<file path="src/rtl/full_adder_pkg.sv">
// Shared constants and the result payload type for the full_adder block.
package full_adder_pkg;

    localparam int unsigned FA_DEFAULT_WIDTH = 1;
    localparam int unsigned FA_MAX_WIDTH     = 64;

    // Widest possible result; each instance declares its own WIDTH-sized copy.
    typedef struct packed {
        logic                    carry;
        logic [FA_MAX_WIDTH-1:0] sum;
    } fa_result_max_t;

endpackage : full_adder_pkg

</file>
<file path="src/rtl/full_adder_cell.sv">
// 1-bit combinational full adder, the ripple element of full_adder.
module fa_cell (
    input  logic a,
    input  logic b,
    input  logic cin,
    output logic s,
    output logic cout
);

    assign s    = a ^ b ^ cin;
    assign cout = (a & b) | (a & cin) | (b & cin);

endmodule : fa_cell

</file>
<file path="src/rtl/full_adder.sv">
// Registered ripple-carry adder: {carry, sum} = a + b + c, one cycle latency.
// Optional signed-overflow output enabled by defining FULL_ADDER_OVF_EN.
module full_adder
    import full_adder_pkg::*;
#(
    parameter int unsigned WIDTH = FA_DEFAULT_WIDTH
) (
    input  logic             clk,
    input  logic             rst_n,
    input  logic             in_valid,
    input  logic [WIDTH-1:0] a,
    input  logic [WIDTH-1:0] b,
    input  logic             c,
    output logic [WIDTH-1:0] sum,
    output logic             carry,
`ifdef FULL_ADDER_OVF_EN
    output logic             ovf,
`endif
    output logic             out_valid
);

    typedef struct packed {
        logic             carry;
        logic [WIDTH-1:0] sum;
    } result_t;

    if (WIDTH < 1 || WIDTH > FA_MAX_WIDTH) begin : g_bad_width
        $error("full_adder: WIDTH out of range 1..64");
    end

    logic [WIDTH:0]   chain_w;   // chain_w[i] is the carry into cell i
    logic [WIDTH-1:0] sum_w;
    result_t          res_d;
    result_t          res_q;
    logic             valid_d;
    logic             valid_q;

    assign chain_w[0] = c;

    // Ripple chain of 1-bit cells, LSB first.
    for (genvar i = 0; i < WIDTH; i++) begin : g_cell
        fa_cell u_cell (
            .a    (a[i]),
            .b    (b[i]),
            .cin  (chain_w[i]),
            .s    (sum_w[i]),
            .cout (chain_w[i+1])
        );
    end

`ifdef FULL_ADDER_OVF_EN
    logic ovf_d;
    logic ovf_q;

    // Signed overflow: carry into the MSB differs from carry out of it.
    always_comb begin
        ovf_d = ovf_q;
        if (in_valid) begin
            ovf_d = chain_w[WIDTH-1] ^ chain_w[WIDTH];
        end
    end

    // Overflow flag register, captured alongside sum.
    always_ff @(posedge clk or negedge rst_n) begin
        if (!rst_n) begin
            ovf_q <= 1'b0;
        end else begin
            ovf_q <= ovf_d;
        end
    end

    assign ovf = ovf_q;
`endif

    // Capture the core result only on accepted inputs, so X on idle inputs never lands.
    always_comb begin
        res_d   = res_q;
        valid_d = in_valid;
        if (in_valid) begin
            res_d.carry = chain_w[WIDTH];
            res_d.sum   = sum_w;
        end
    end

    // Output register stage; reset discards any in-flight result.
    always_ff @(posedge clk or negedge rst_n) begin
        if (!rst_n) begin
            res_q   <= '0;
            valid_q <= 1'b0;
        end else begin
            res_q   <= res_d;
            valid_q <= valid_d;
        end
    end

    assign sum       = res_q.sum;
    assign carry     = res_q.carry;
    assign out_valid = valid_q;

endmodule : full_adder

</file>
<file path="config.mk">
export PLATFORM = sky130hd
export DESIGN_NAME = full_adder
export DESIGN_NICKNAME = d
export VERILOG_FILES = /design/src/rtl/full_adder_pkg.sv /design/src/rtl/full_adder_cell.sv /design/src/rtl/full_adder.sv
export SDC_FILE = /design/constraint.sdc
export NUM_CORES = 1
export LEC_CHECK = 0
export CORE_AREA = 2 2 39 41
export CTS_BUF_LIST = sky130_fd_sc_hd__clkbuf_8 sky130_fd_sc_hd__clkbuf_16
export DETAILED_ROUTE_END_ITERATION = 7
export DIE_AREA = 0 0 41 43
export PLACE_DENSITY = 0.37
export SLEW_MARGIN = 20
export SYNTH_ARGS = -nofsm -noshare
export SYNTH_HDL_FRONTEND = slang
export SYNTH_SLANG_ARGS = --single-unit
</file>
<file path="constraint.sdc">
create_clock -name clk -period 1.85 [get_ports clk]
set_input_delay 0.37 -clock clk [delete_from_list [all_inputs] [get_ports clk]]
set_output_delay 0.37 -clock clk [all_outputs]
set_load 0.02 [all_outputs]
</file>
==> run_1/clock_wires.png <==
Scale: 6 px per um.
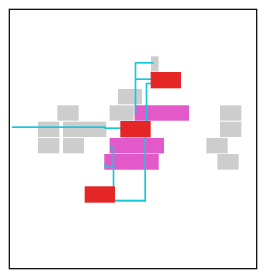
Key: cyan = clock wires [length 78.5 um]; red = clock-net drivers [count 3]; magenta = flip-flops [count 3]
There are 4 routed clock nets.
clk ins delay skew pair: 0.21 ns
P_clk: 0.183 mW

==> run_1/m1.png <==
Scale: 6 px per um.
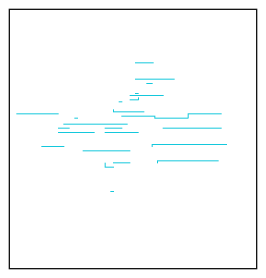
The layer holds 46% of the routed length. The wires run mostly horizontal.
vias: 95
Total Wirelength: 269 um
GR Util met1: 4.902%

==> run_1/util_map.png <==
Scale: 6 px per um. The die is cut into 8 by 9 equal tiles; dark purple is low, yellow is high, 0 to 100% covered.
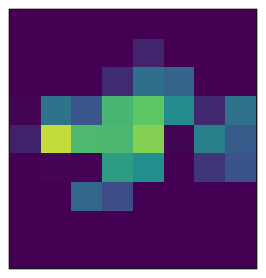
The mean over all tiles is 14%. The densest ninth of the die: center. 2.8% of the tiles are over 75% full.
post-route core utilization: 18.99%
Init Core Util: 8.499%
CORE AREA: 1384 um^2

==> results_dict.tcl, run 1 <==
# yosys + openroad results
set metrics [dict create \
    dp.cells 30 \
    internal_power_mw 0.2459 \
    yosysTopAreaCell "dfrtp_1" \
    port_buffers 8 \
    numSynthFlops 3 \
    synth_area_per_cell_um2 19.60 \
    grt_pass1_wl_um 448 \
    cp-endpoint "carry" \
    fin_crit_ns 1.520 \
    fillCellCount 157 \
    setup_viol 0 \
    crit_chain "clkdlybuf4s50_1" \
    rsz0062_at_grt "false" \
    synth_top_area_share_pct 63.83 \
    cts_setup_buffers 0 \
    drv_slew 0 \
    cp_top_family "buffers and inverters" \
    finalHoldViolations 0 \
    first_iter_violations 0 \
    synth-edff-count 0 \
    dr.pass1.iters 1 \
    viasPerCell 2.794 \
    synth_warnings 0 \
    antennaDiodeCount 0 \
    drc 0 \
    swShare_pct 21.11 \
    status "finished, final reports clean" \
    fin_skew_ns 0 \
    wl_per_cell_um 7.912 \
    fin_ws_ns 0.3298 \
    drive_gt1_share_pct 27.78 \
    ys_cells 6 \
    hold_buffers 0 \
    synth-main-ff-cell "dfrtp_1" \
    chipWidth_um 41 \
    io_pins 9 \
    cap_violations 0 \
    grt_max_degree 4 \
    cpMaxStageDelayCell "clkdlybuf4s50_1" \
    syn_inst 6 \
    syn_to_final_growth_pct 123.4 \
    cts_buffer_depth 2 \
    grt_overflow 0 \
    start_kind "flip-flop" \
    ys_seq_share_pct 63.83 \
    warning_count 26 \
    gp_congestion 0.5636 \
    ctsRootBufferMaster "clkbuf_8" \
    dp_hpwl_um 194.7 \
    p_leak_nw 0.1084 \
    grt_pass1_vias 107 \
    seqCellArea_um2 75.07 \
    dieArea_um2 1763 \
    setup.worst_path.start "carry" \
    worst-path-buf-inv 1 \
    nNetsFinal 26 \
    fin_tns_setup_ns 0 \
    max_stage_delay_ns 0.60 \
    r2r_setup_slack_ns 1.11 \
    worstSetupEndpointType "output port" \
    logic_area_um2 42.54 \
    fmax_mhz 657.8 \
    fin_cells 34 \
    worst_pin_slew_ns 0.2073 \
    switchingPower_mw 0.06582 \
    cts_buffers 3 \
    rr_endpoint "sum" \
    power.density_nw_per_um2 1187 \
    cts_tree "yes" \
    htree_levels 1 \
    synth.net_count 13 \
    power_frac_clock_pct 58.6 \
    grtUsageTotal_pct 4.945 \
    fp-row-count 14 \
    clk_pin_slew_ns 0.03 \
    ant_nets 0 \
]
-- run 1: power groups by stage --
stage	clock, mW	sequential (mW)	combinational [mW]
after floorplan	0	0.0892	0.00859
after global placement	0	0.0790	0.0499
after detailed placement	0	0.0796	0.0502
after CTS	0.188	0.0791	0.0514
after global routing	0.193	0.0804	0.0556
final	0.183	0.0784	0.0506
-- run 1: placed cells by master, fill, tap and decap left out --
cell type,count
clkbuf_8,3
inv_1,1
clkdlybuf4s50_1,8
mux2_2,2
dfrtp_1,3
fa_1,1
-- run 1: state kept, by name, summed over array words and instances (netlist names) --
signal	flops
out_valid	1
carry	1
sum	1
-- run 1: per-layer routing --
metal  routed length [um]  vias up  part of all wire [%]  global-route usage [%]
met5                    0        -                     0                       0
met4                   11        0                   4.1                   6.000
li1                     -       43                     -                       -
met1                  125       39                    46                   4.902
met2                   79       11                    29                   4.063
met3                   53        2                    20                   6.283
-- run 1: cell families after synthesis --
kind of cell | Yosys count | synth area share (%)
multiplexers | 2 | 19.15
adder cells (fa/ha/maj) | 1 | 17.02
flip-flops | 3 | 63.83
-- run 1: stage by stage --
step	cell area (um^2)	hold slack [ns]	power [mW]	util, %
finish	262.8	0.3376	0.3118	18.99
floorplan	117.6	0.07441	0.09778	-
global placement	217.7	0.5010	0.1289	15.73
detailed placement	217.7	0.5097	0.1299	15.73
CTS	262.8	0.3394	0.3187	18.99
global route	262.8	0.3546	0.3287	18.99
-- run 1: final cells by class --
type	instances	share of cell area, %
timing repair buffer	8	30.48
sequential	3	28.57
multi-input combinational	3	16.19
clock buffer	3	15.71
tap	16	7.619
clock inverter	1	1.429
==> run_1/closeup.png <==
Window x 16 to 41, y 18 to 43 um. Cells in gray, sequential cells in the stronger gray; small squares are vias.
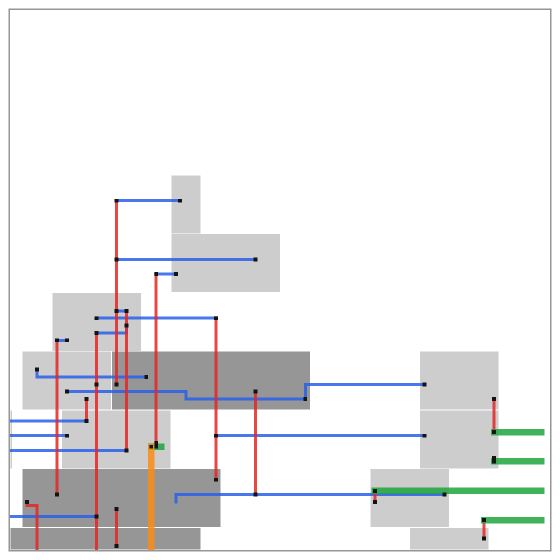

==> run 1 -> run 2 <==
clock period = 1.6 ns   (was 1.85 ns; I/O delays follow)
==> run_2/closeup.png <==
Window x 16 to 41, y 18 to 43 um. Cells in gray, sequential cells in the stronger gray; small squares are vias.
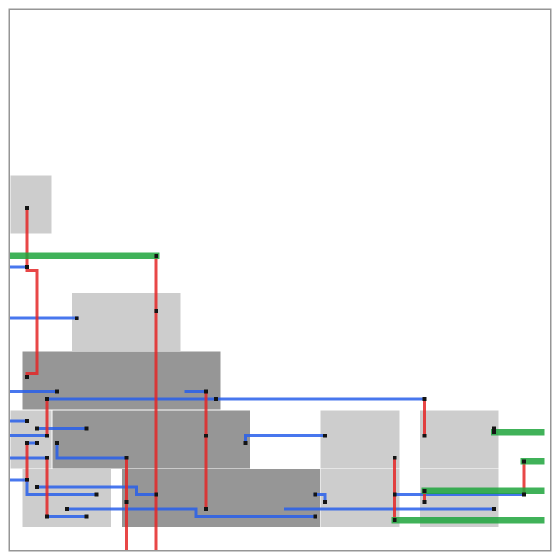
Key: blue = M1; red = M2; green = M3
Most frequent: clkdlybuf4s50_1 (4), dfrtp_1 (3). Sequential cells in the window: 3. 9 logic cells have their middle in the window.

==> run_2/clock_wires.png <==
Scale: 6 px per um.
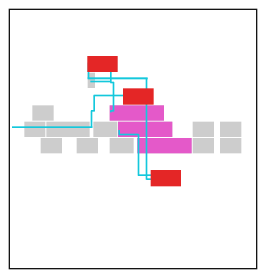
Key: magenta = flip-flops [count 3]; cyan = clock wires [length 83.0 um]; red = clock-net drivers [count 3]
There are 4 routed clock nets.
Clock Skews: 0 ns
P_clk: 0.210 mW
Clock Power Share: 58.5%

==> run_2/util_map.png <==
Scale: 6 px per um. The die is cut into 8 by 9 equal tiles; dark purple is low, yellow is high, 0 to 100% covered.
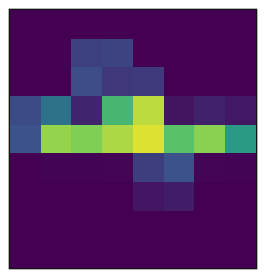
The fullest tile reaches 95%. The densest ninth of the die: center. 65% of the tiles are nearly empty.

==> results_dict.tcl, run 2 <==
# yosys + openroad results
set metrics [dict create \
    htree_levels 1 \
    dp.cells 30 \
    cap_violations 0 \
    ys_cells 6 \
    dpl-instance-area_um2 217.7 \
    ant_nets 0 \
    synth_warnings 0 \
    numSynthFlops 3 \
    grtUsageTotal_pct 4.743 \
    ctsRootBufferMaster "clkbuf_8" \
    syn_to_final_growth_pct 123.4 \
    power_mw 0.3596 \
    p_leak_nw 0.1084 \
    adder_share_pct 17.02 \
    gp_congestion 0.5623 \
    status "finished, final reports clean" \
    first_iter_violations 0 \
    fp-row-count 14 \
    finalHoldViolations 0 \
    logic_family "multiplexers" \
    vias 91 \
    ys_seq_share_pct 63.83 \
    clk_pin_slew_ns 0.03 \
    syn_inst 6 \
    wl_per_cell_um 7.176 \
    fillCellCount 151 \
    drv_slew 0 \
    seqCellArea_um2 75.07 \
    crit_chain "clkdlybuf4s50_1" \
    fp-utilization_pct 8.499 \
    lay_top_count "clkdlybuf4s50_1" \
    chipWidth_um 41 \
    cts_buffer_depth 2 \
    cp_top_family "buffers and inverters" \
    synth.net_count 13 \
    grt_overflow 0 \
    grt_max_degree 4 \
    fin_tns_setup_ns 0 \
    power.density_nw_per_um2 1369 \
    cts_buffers 3 \
    synth_area_per_cell_um2 19.60 \
    fmax_mhz 675.8 \
    dr.pass1.iters 1 \
    drive_gt1_share_pct 27.78 \
    cts_tree "yes" \
    worstSetupEndpointType "output port" \
    core-area_um2 1384 \
    fin_area_um2 262.8 \
    synthXorXnorAreaFrac_pct 0 \
    warning_count 26 \
    clock.latency.late_pin_ns 0.21 \
    cts_setup_buffers 0 \
    setup_viol 0 \
    worst-path-buf-inv 1 \
    port_buffers 8 \
    ys_sh_simple_pct 0 \
    cpMaxStageDelayCell "clkdlybuf4s50_1" \
    yosysTopAreaCell "dfrtp_1" \
    grt_pass1_wl_um 427 \
    synth_compound_gate_area_share_pct 0 \
    logic_area_um2 42.54 \
    mux_area_share_pct 19.15 \
    start_kind "flip-flop" \
]
==> run 2: cell counts after synthesis <==
No cell type changed its count.
==> run 2: through the flow <==
step           setup WS (ns)  hold WS [ns]  util [%]
4_1_cts               0.1123        0.2887     18.99
2_1_floorplan         0.4541       0.02441         -
3_3_place_gp       -0.001782        0.5004     15.73
5_1_grt              0.07431        0.3015     18.99
6_report              0.1202        0.2893     18.99
3_5_place_dp        -0.01869        0.5027     15.73
==> run 2: layout make-up <==
type	count	share of cell area [%]
clock buffer	3	15.71
multi-input combinational	3	16.19
sequential	3	28.57
clock inverter	1	1.429
tap	16	7.619
timing repair buffer	8	30.48
==> run 2: cells by family (layout without fill, tap and decap cells) <==
family | after synthesis | after routing
buf+inv | 0 | 12
mux | 2 | 2
fa+ha+maj | 1 | 1
flops | 3 | 3
==> run 2: worst paths after layout <==
check / endpoint / cells past startpoint
min reg2reg: sum / 1
max in group asynchronous: carry / 1
max: carry / 1
min in group clk: sum / 1
min: sum / 1
max reg2reg: carry / 1
==> run 2: metal layers <==
layer	up-vias	GRT usage [%]	routed length, um
met4	0	6.000	0
li1	45	-	-
met3	0	6.283	53
met5	-	0	0
met2	11	3.438	71
met1	35	4.902	119
==> run 2: power by group <==
| group | total (mW) | switching, mW | internal, mW | leakage (nW) |
|---|---|---|---|---|
| Sequential | 0.0908 | 0.00478 | 0.0860 | 0.0350 |
| Clock | 0.210 | 0.0472 | 0.163 | 0.0269 |
| Combinational | 0.0585 | 0.0234 | 0.0352 | 0.0465 |
==> run_2/m1.png <==
Scale: 6 px per um.
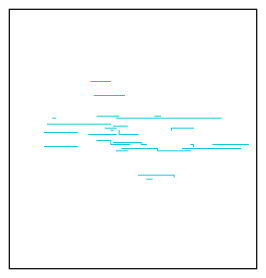

==> run 2 -> run 3 <==
clock period = 1.8 ns   (was 1.6 ns; I/O delays follow)
==> run_3/m1.png <==
Scale: 6 px per um.
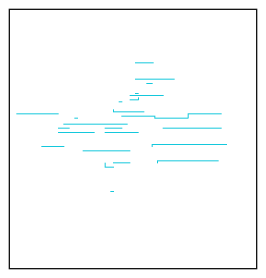
18 nets have wire on it. The layer holds 46% of the routed length. The layer carries 125 um of wire.

==> run_3/closeup.png <==
Window x 16 to 41, y 18 to 43 um. Cells in gray, sequential cells in the stronger gray; small squares are vias.
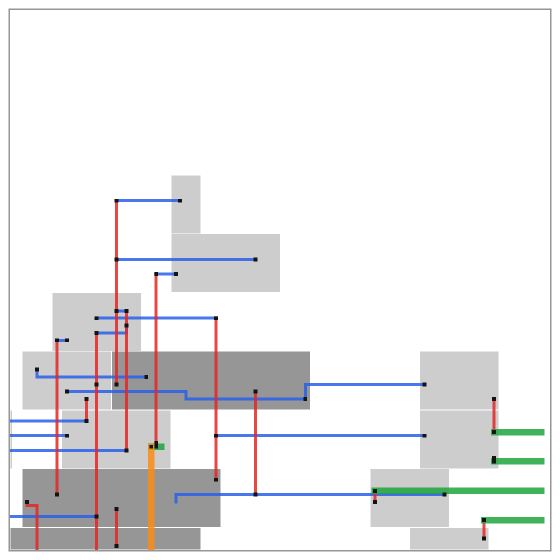
Key: blue = M1; orange = M4; red = M2; green = M3
Netlist names of flops here include `carry` (1), `sum` (1). Most frequent: clkdlybuf4s50_1 (3). Sequential cells in the window: 2. 10 logic cells have their middle in the window.

==> run_3/util_map.png <==
Scale: 6 px per um. The die is cut into 8 by 9 equal tiles; dark purple is low, yellow is high, 0 to 100% covered.
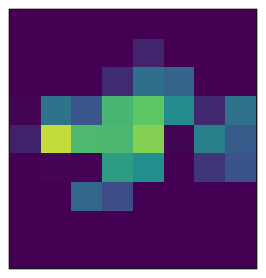
2.8% of the tiles are over 75% full. 67% of the tiles are nearly empty. The mean over all tiles is 14%. The densest ninth of the die: center. The fullest tile reaches 91%.

==> results_dict.tcl, run 3 <==
# yosys + openroad results
set metrics [dict create \
    start_kind "flip-flop" \
    wl_per_cell_um 7.912 \
    clk_pin_slew_ns 0.03 \
    gp_congestion 0.5636 \
    synth_top_area_share_pct 63.83 \
    vias 95 \
    synth_area_per_cell_um2 19.60 \
    dr.pass1.iters 1 \
    syn_to_final_growth_pct 123.4 \
    worst_pin_slew_ns 0.2073 \
    postCtsResizedCells 0 \
    grt_overflow 0 \
    synth-main-ff-cell "dfrtp_1" \
    cts_buffers 3 \
    worstSetupEndpointType "output port" \
    cts_sinks 3 \
    antennaDiodeCount 0 \
    crit_fanout 2 \
    drive_gt1_share_pct 27.78 \
    warning_count 26 \
    hold_class "in -> async" \
    drc 0 \
    crit_chain "clkdlybuf4s50_1" \
    ys_cells 6 \
    fin_tns_setup_ns 0 \
    worst-path-buf-inv 1 \
    lay_top_count "clkdlybuf4s50_1" \
    max_stage_delay_ns 0.60 \
    fp-utilization_pct 8.499 \
    cts_setup_buffers 0 \
    status "finished, final reports clean" \
    cp.required_ns 1.44 \
    setup_viol 0 \
    common_cells "dfrtp_1, mux2_2, fa_1" \
    worstPathArrival_ns 1.15 \
    synth-edff-count 0 \
    numSynthFlops 3 \
    yosys-top-cells-area "dfrtp_1, mux2_2, fa_1" \
    grt_pass1_vias 107 \
    cts_tree "yes" \
    chipWidth_um 41 \
    nNetsFinal 26 \
    power_mw 0.3204 \
    cap_violations 0 \
    synthArstFlopShare_pct 100.0 \
    grt_max_degree 4 \
    first_iter_violations 0 \
    core-area_um2 1384 \
    synth.net_count 13 \
    relSlewSlack_pct 86.14 \
    ant_nets 0 \
    fin_skew_ns 0 \
    cp_top_family "buffers and inverters" \
    routed_wl_um 269 \
    ys_area_um2 117.6 \
    synth_top_cell_by_count "dfrtp_1" \
    fin_crit_ns 1.510 \
    htree_levels 1 \
    fin_area_um2 262.8 \
    dp_hpwl_um 194.7 \
    synth.distinct_cells 3 \
    dieArea_um2 1763 \
    ys_seq_share_pct 63.83 \
    yosysTopAreaCell "dfrtp_1" \
    hold_buffers 0 \
    io_pins 9 \
    syn_inst 6 \
    fp-row-count 14 \
    grtUsageTotal_pct 4.945 \
    cts_buffer_depth 2 \
    synth_warnings 0 \
    port_buffers 8 \
    rsz0062_at_grt "false" \
    power.density_nw_per_um2 1219 \
    ir_drop_v 0.0003147 \
    most-common-layout-cells "clkdlybuf4s50_1, dfrtp_1, clkbuf_8, mux2_2" \
    dpl-instance-area_um2 217.7 \
    clock.latency.late_pin_ns 0.21 \
    die_y_um 43 \
    post-route-period-util_pct 83.90 \
    fmax_mhz 662.2 \
    drv_slew 0 \
    cpMaxStageDelayCell "clkdlybuf4s50_1" \
    ctsRootBufferMaster "clkbuf_8" \
    viasPerCell 2.794 \
    antenna_found_initial 0 \
    synth_area_um2 117.6 \
    grt_pass1_wl_um 448 \
    finalHoldViolations 0 \
    critical_path_class "reg -> out" \
    p_leak_nw 0.1084 \
]
run 3: final timing paths:
kind                             from         to  slack, ns  cells after the start
worst max-delay path            carry      carry       0.29                      1
worst min-delay path            rst_n      carry       0.33                      1
worst max register to register    sum        sum       1.06                      1
worst min register to register  carry      carry       0.51                      1
max in group asynchronous       rst_n  out_valid       1.33                      1
min in group clk                carry      carry       0.51                      1
run 3: layout make-up:
class,count,area (um^2)
Clock buffer,3,41.29
Multi-Input combinational cell,3,42.54
Fill cell,157,1121
Timing Repair Buffer,8,80.08
Clock inverter,1,3.754
Tap cell,16,20.02
Sequential cell,3,75.07
run 3: power breakdown:
part / switching [mW] / internal, mW
clock: 0.0428 / 0.145
sequential: 0.00416 / 0.0765
combinational: 0.0207 / 0.0313
total: 0.0676 / 0.253
run 3: stage by stage:
step / hold WS [ns] / cells / util, % / setup WS, ns
floorplan: 0.06441 / 6 / - / 0.6141
global placement: 0.5010 / 30 / 15.73 / 0.1575
detailed placement: 0.5097 / 30 / 15.73 / 0.1430
CTS: 0.3294 / 34 / 18.99 / 0.2709
global route: 0.3446 / 34 / 18.99 / 0.2249
finish: 0.3276 / 34 / 18.99 / 0.2898
run 3: metal layers:
layer	up-vias	GRT usage, %	routed length (um)
met5	-	0	0
met4	0	6.000	11
met3	2	6.283	53
met2	11	4.063	79
met1	39	4.902	125
li1	43	-	-
run 3: cells by family after synthesis:
family	Yosys count	share of synthesized area, %
flops	3	63.83
mux	2	19.15
fa+ha+maj	1	17.02
Power figures rest on the tool's default switching activity, not on a simulated workload.
